Figure 1. Placement density heat map.
Scale bar: 50 microns. The die is cut into 17 by 17 equal tiles; dark purple is low, yellow is high, 0 to 100% covered.
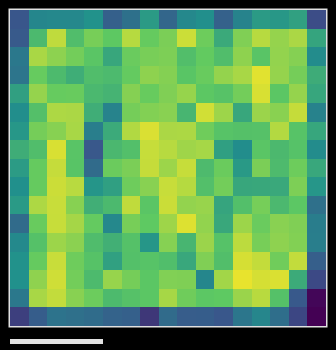
Figure 2. Signal wires by layer.
Only two layers are drawn.
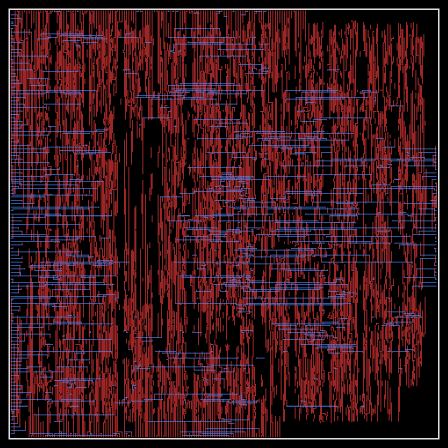
Figure 3. Routed metal per tile.
The die is cut into 34 by 34 equal tiles; dark purple is low, yellow is high, scaled to the fullest tile. Values are wire area over tile area, all layers added.
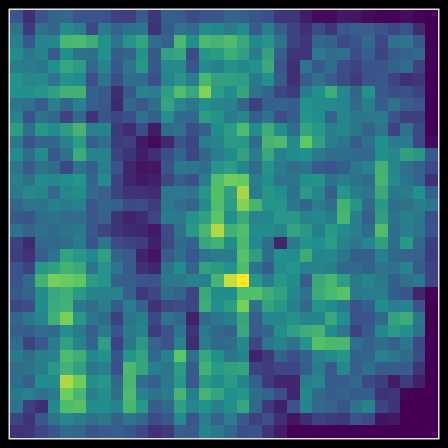
`config.mk`:
```
export PLATFORM = sky130hd
export DESIGN_NAME = r_channel_mux
export DESIGN_NICKNAME = d
export VERILOG_FILES = /design/src/rtl/r_channel_mux.sv
export SDC_FILE = /design/constraint.sdc
export NUM_CORES = 1
export LEC_CHECK = 0
export ABC_AREA = 0
export CAP_MARGIN = 0
export CORE_MARGIN = 3
export CORE_UTILIZATION = 40
export CTS_BUF_LIST = sky130_fd_sc_hd__clkbuf_4
export DETAILED_ROUTE_END_ITERATION = 10
export HOLD_SLACK_MARGIN = 0.1
export PLACE_DENSITY_LB_ADDON = 0.1
export SLEW_MARGIN = 20
export SYNTH_ARGS = -nofsm -noshare
export SYNTH_HDL_FRONTEND = slang
export SYNTH_SLANG_ARGS = --single-unit
export TNS_END_PERCENT = 100
```
`constraint.sdc`:
```
create_clock -name clk -period 6.2 [get_ports clk]
set_input_delay 0.93 -clock clk [delete_from_list [all_inputs] [get_ports clk]]
set_output_delay 0.93 -clock clk [all_outputs]
set_load 0.005 [all_outputs]
```
`src/rtl/r_channel_mux.sv`:
```
// r_channel_mux: routes AXI read data from seven slaves to two masters by RID tag, with a round-robin, burst-locking lane per master
module r_channel_mux #(
  parameter int NS        = 7,
  parameter int ID_BITS   = 4,
  parameter int IDS_BITS  = 8,
  parameter int DATA_BITS = 32
) (
  input  logic                 clk,
  input  logic                 rst,
  input  logic [IDS_BITS-1:0]  RID_S0, RID_S1, RID_S2, RID_S3, RID_S4, RID_S5, RID_SDEFAULT,
  input  logic [DATA_BITS-1:0] RDATA_S0, RDATA_S1, RDATA_S2, RDATA_S3, RDATA_S4, RDATA_S5, RDATA_SDEFAULT,
  input  logic [1:0]           RRESP_S0, RRESP_S1, RRESP_S2, RRESP_S3, RRESP_S4, RRESP_S5, RRESP_SDEFAULT,
  input  logic                 RLAST_S0, RLAST_S1, RLAST_S2, RLAST_S3, RLAST_S4, RLAST_S5, RLAST_SDEFAULT,
  input  logic                 RVALID_S0, RVALID_S1, RVALID_S2, RVALID_S3, RVALID_S4, RVALID_S5, RVALID_SDEFAULT,
  output logic                 RREADY_S0, RREADY_S1, RREADY_S2, RREADY_S3, RREADY_S4, RREADY_S5, RREADY_SDEFAULT,
  output logic [ID_BITS-1:0]   RID_M0, RID_M1,
  output logic [DATA_BITS-1:0] RDATA_M0, RDATA_M1,
  output logic [1:0]           RRESP_M0, RRESP_M1,
  output logic                 RLAST_M0, RLAST_M1,
  output logic                 RVALID_M0, RVALID_M1,
  input  logic                 RREADY_M0, RREADY_M1
);
  typedef enum logic {IDLE, LOCK} state_t;
  logic [IDS_BITS-1:0]  rid   [NS];
  logic [DATA_BITS-1:0] rdata [NS];
  logic [1:0]           rresp [NS];
  logic [NS-1:0]        rlast, vld, rready;
  logic [1:0]           mrdy, mv;
  logic [5:0]           sel_v;
  assign rid   = '{RID_S0, RID_S1, RID_S2, RID_S3, RID_S4, RID_S5, RID_SDEFAULT};
  assign rdata = '{RDATA_S0, RDATA_S1, RDATA_S2, RDATA_S3, RDATA_S4, RDATA_S5, RDATA_SDEFAULT};
  assign rresp = '{RRESP_S0, RRESP_S1, RRESP_S2, RRESP_S3, RRESP_S4, RRESP_S5, RRESP_SDEFAULT};
  assign rlast = {RLAST_SDEFAULT, RLAST_S5, RLAST_S4, RLAST_S3, RLAST_S2, RLAST_S1, RLAST_S0};
  assign vld   = {RVALID_SDEFAULT, RVALID_S5, RVALID_S4, RVALID_S3, RVALID_S2, RVALID_S1, RVALID_S0};
  assign mrdy  = {RREADY_M1, RREADY_M0};
  assign {RREADY_SDEFAULT, RREADY_S5, RREADY_S4, RREADY_S3, RREADY_S2, RREADY_S1, RREADY_S0} = rready;
  for (genvar m = 0; m < 2; m++) begin : g_lane
    state_t     st;
    logic [2:0] ptr, gnt, pick, idx, sel;
    logic       found;
    // Scan downward from ptr+6 so the last hit is the first candidate at or after ptr.
    always_comb begin
      pick = ptr;
      found = 1'b0;
      idx = '0;
      for (int i = NS - 1; i >= 0; i--) begin
        idx = 3'((int'(ptr) + i) % NS);
        if (vld[idx] && rid[idx][IDS_BITS-1:ID_BITS] == ID_BITS'(m + 1)) begin
          pick = idx;
          found = 1'b1;
        end
      end
    end
    assign sel = st == LOCK ? gnt : pick;
    assign sel_v[3*m +: 3] = sel;
    assign mv[m] = rst && (st == LOCK || found) && vld[sel];
    always_ff @(posedge clk or negedge rst)
      if (!rst) begin
        st  <= IDLE;
        ptr <= '0;
        gnt <= '0;
      end else if (mv[m] && mrdy[m]) begin
        st  <= rlast[sel] ? IDLE : LOCK;
        gnt <= sel;
        if (rlast[sel]) ptr <= sel == 3'(NS - 1) ? '0 : sel + 3'd1;
      end
  end
  // Orphan tags are drained; matched slaves only see ready while they are the forwarded one.
  for (genvar k = 0; k < NS; k++) begin : g_rdy
    logic [ID_BITS-1:0] tag;
    assign tag = rid[k][IDS_BITS-1:ID_BITS];
    assign rready[k] = rst && vld[k] &&
                       ((tag != ID_BITS'(1) && tag != ID_BITS'(2)) ||
                        (mv[0] && mrdy[0] && sel_v[2:0] == 3'(k)) ||
                        (mv[1] && mrdy[1] && sel_v[5:3] == 3'(k)));
  end
  assign RVALID_M0 = mv[0];
  assign RID_M0    = mv[0] ? rid[sel_v[2:0]][ID_BITS-1:0] : '0;
  assign RDATA_M0  = mv[0] ? rdata[sel_v[2:0]] : '0;
  assign RRESP_M0  = mv[0] ? rresp[sel_v[2:0]] : '0;
  assign RLAST_M0  = mv[0] && rlast[sel_v[2:0]];
  assign RVALID_M1 = mv[1];
  assign RID_M1    = mv[1] ? rid[sel_v[5:3]][ID_BITS-1:0] : '0;
  assign RDATA_M1  = mv[1] ? rdata[sel_v[5:3]] : '0;
  assign RRESP_M1  = mv[1] ? rresp[sel_v[5:3]] : '0;
  assign RLAST_M1  = mv[1] && rlast[sel_v[5:3]];
endmodule

```
==> impl_metrics.json <==
{
  "grt-ovfl-total": 0,
  "yosys.area.top_type": "mux2_2",
  "area_growth_syn_to_layout_pct": 88.7,
  "seq_share_pct": 1.77,
  "grt.busiest_layer": "met2",
  "ys_top_cells_by_count": "mux2i_1, a211oi_1, nor2_1",
  "post-cts-setup-buffer-count": 62,
  "nFlopsAndLatches": 14,
  "layout-drive-gt1-share_pct": 45.1,
  "firstDrtPassIters": 7,
  "met1_length_mm": 22.5,
  "ctsResizeCount": 389,
  "grt_pass1_vias": 15000,
  "reg_top3": "g_lane.gnt (6), g_lane.ptr (6), g_lane.st (2)",
  "crit_end": "RREADY_SDEFAULT",
  "syn_nets": 1813,
  "setup_ws_ps": -244,
  "yosys_warnings": 0,
  "mux_area_share_pct": 30.0,
  "wl_met2_mm": 28.3,
  "comb-cell-share_pct": 57.2,
  "tns_ps": -3090,
  "insertion_delay_ps": 290,
  "rr_worst_depth": 30,
  "top_cells_by_area": "mux2_2, mux2i_1, a211oi_1",
  "simple_gate_area_share_pct": 19.5,
  "layout.nonclk_buf_share_pct": 37.7,
  "min_to": "g_lane[1].gnt[0]$_DFFE_PN0P_",
  "warning_count": 51,
  "nonClockBufferCount": 830,
  "status": "finished with violations",
  "r2r_start": "g_lane[1].ptr[1]$_DFFE_PN0P_",
  "fin_area_sq_um": 20200,
  "tightest_slew_ps": 991,
  "cts_hold_buf": 0,
  "whs_path_depth": 1,
  "netlist_area_sq_um": 10700,
  "cts_buffers": 3,
  "final_cells": 2510,
  "ys_sh_aoi_pct": 33.3,
  "hp-start": "g_lane[1].gnt[0]$_DFFE_PN0P_",
  "whs_ps": 525,
  "r2r-end": "g_lane[1].ptr[2]$_DFFE_PN0P_",
  "cp.depth": 20,
  "setup_viol": 39,
  "drv_slew": 0,
  "grt_max_degree": 61,
  "violations": "setup timing",
  "insertedDiodeCount": 11,
  "port_buffers": 398,
  "clk_pin_slew_ps": 100,
  "antenna_found_initial": 10,
  "ioPinCount": 399,
  "synth_flop_count": 14,
  "grt_use_met1_pct": 45.5,
  "period_minus_slack_ps": 6440,
  "row_count": 59,
  "cp_slowest_cell": "clkdlybuf4s50_1",
  "comb_cells": 1271,
  "crit_arrival_ps": 5510,
  "end_kind": "primary output",
  "hold_class": "reg2reg",
  "cp_top_family": "buffers and inverters",
  "critPathMaxStageDelay_ps": 530,
  "async_reset_ff_share_pct": 100,
  "die_area_sq_um": 28800,
  "clock_cell_area_share_pct": 0.130,
  "layout.cells.most_common": "buf_4",
  "startpoint": "RVALID_S5",
  "path_max_fanout": 5,
  "synth_cell_types": 98,
  "fp.dieW_microns": 170,
  "comb_area_sq_um": 11600
}
Back to the opening pictures, Figure 1:
0.70% of the tiles are nearly empty. The densest ninth of the die: center. The mean over all tiles is 69%.
Core Region: 26,200 sq um
Util after Layout: 77.1%
Init Core Util: 40.8%

Back to the opening pictures, Figure 2:
Key: metal 2 = red [wire length 28.3 mm]; metal 3 = blue [wire length 5,430 microns]
WL/cell: 23.5 microns
GRT Util Overall: 36.2%

Back to the opening pictures, Figure 3:
The fullest tile reaches 0.93. The densest ninth of the die: center. The mean over all tiles is 0.35. 21% of the tiles are over half the peak. 3.6% of the tiles are nearly empty.
Routed WL: 59.0 mm
Vias: 15.7k

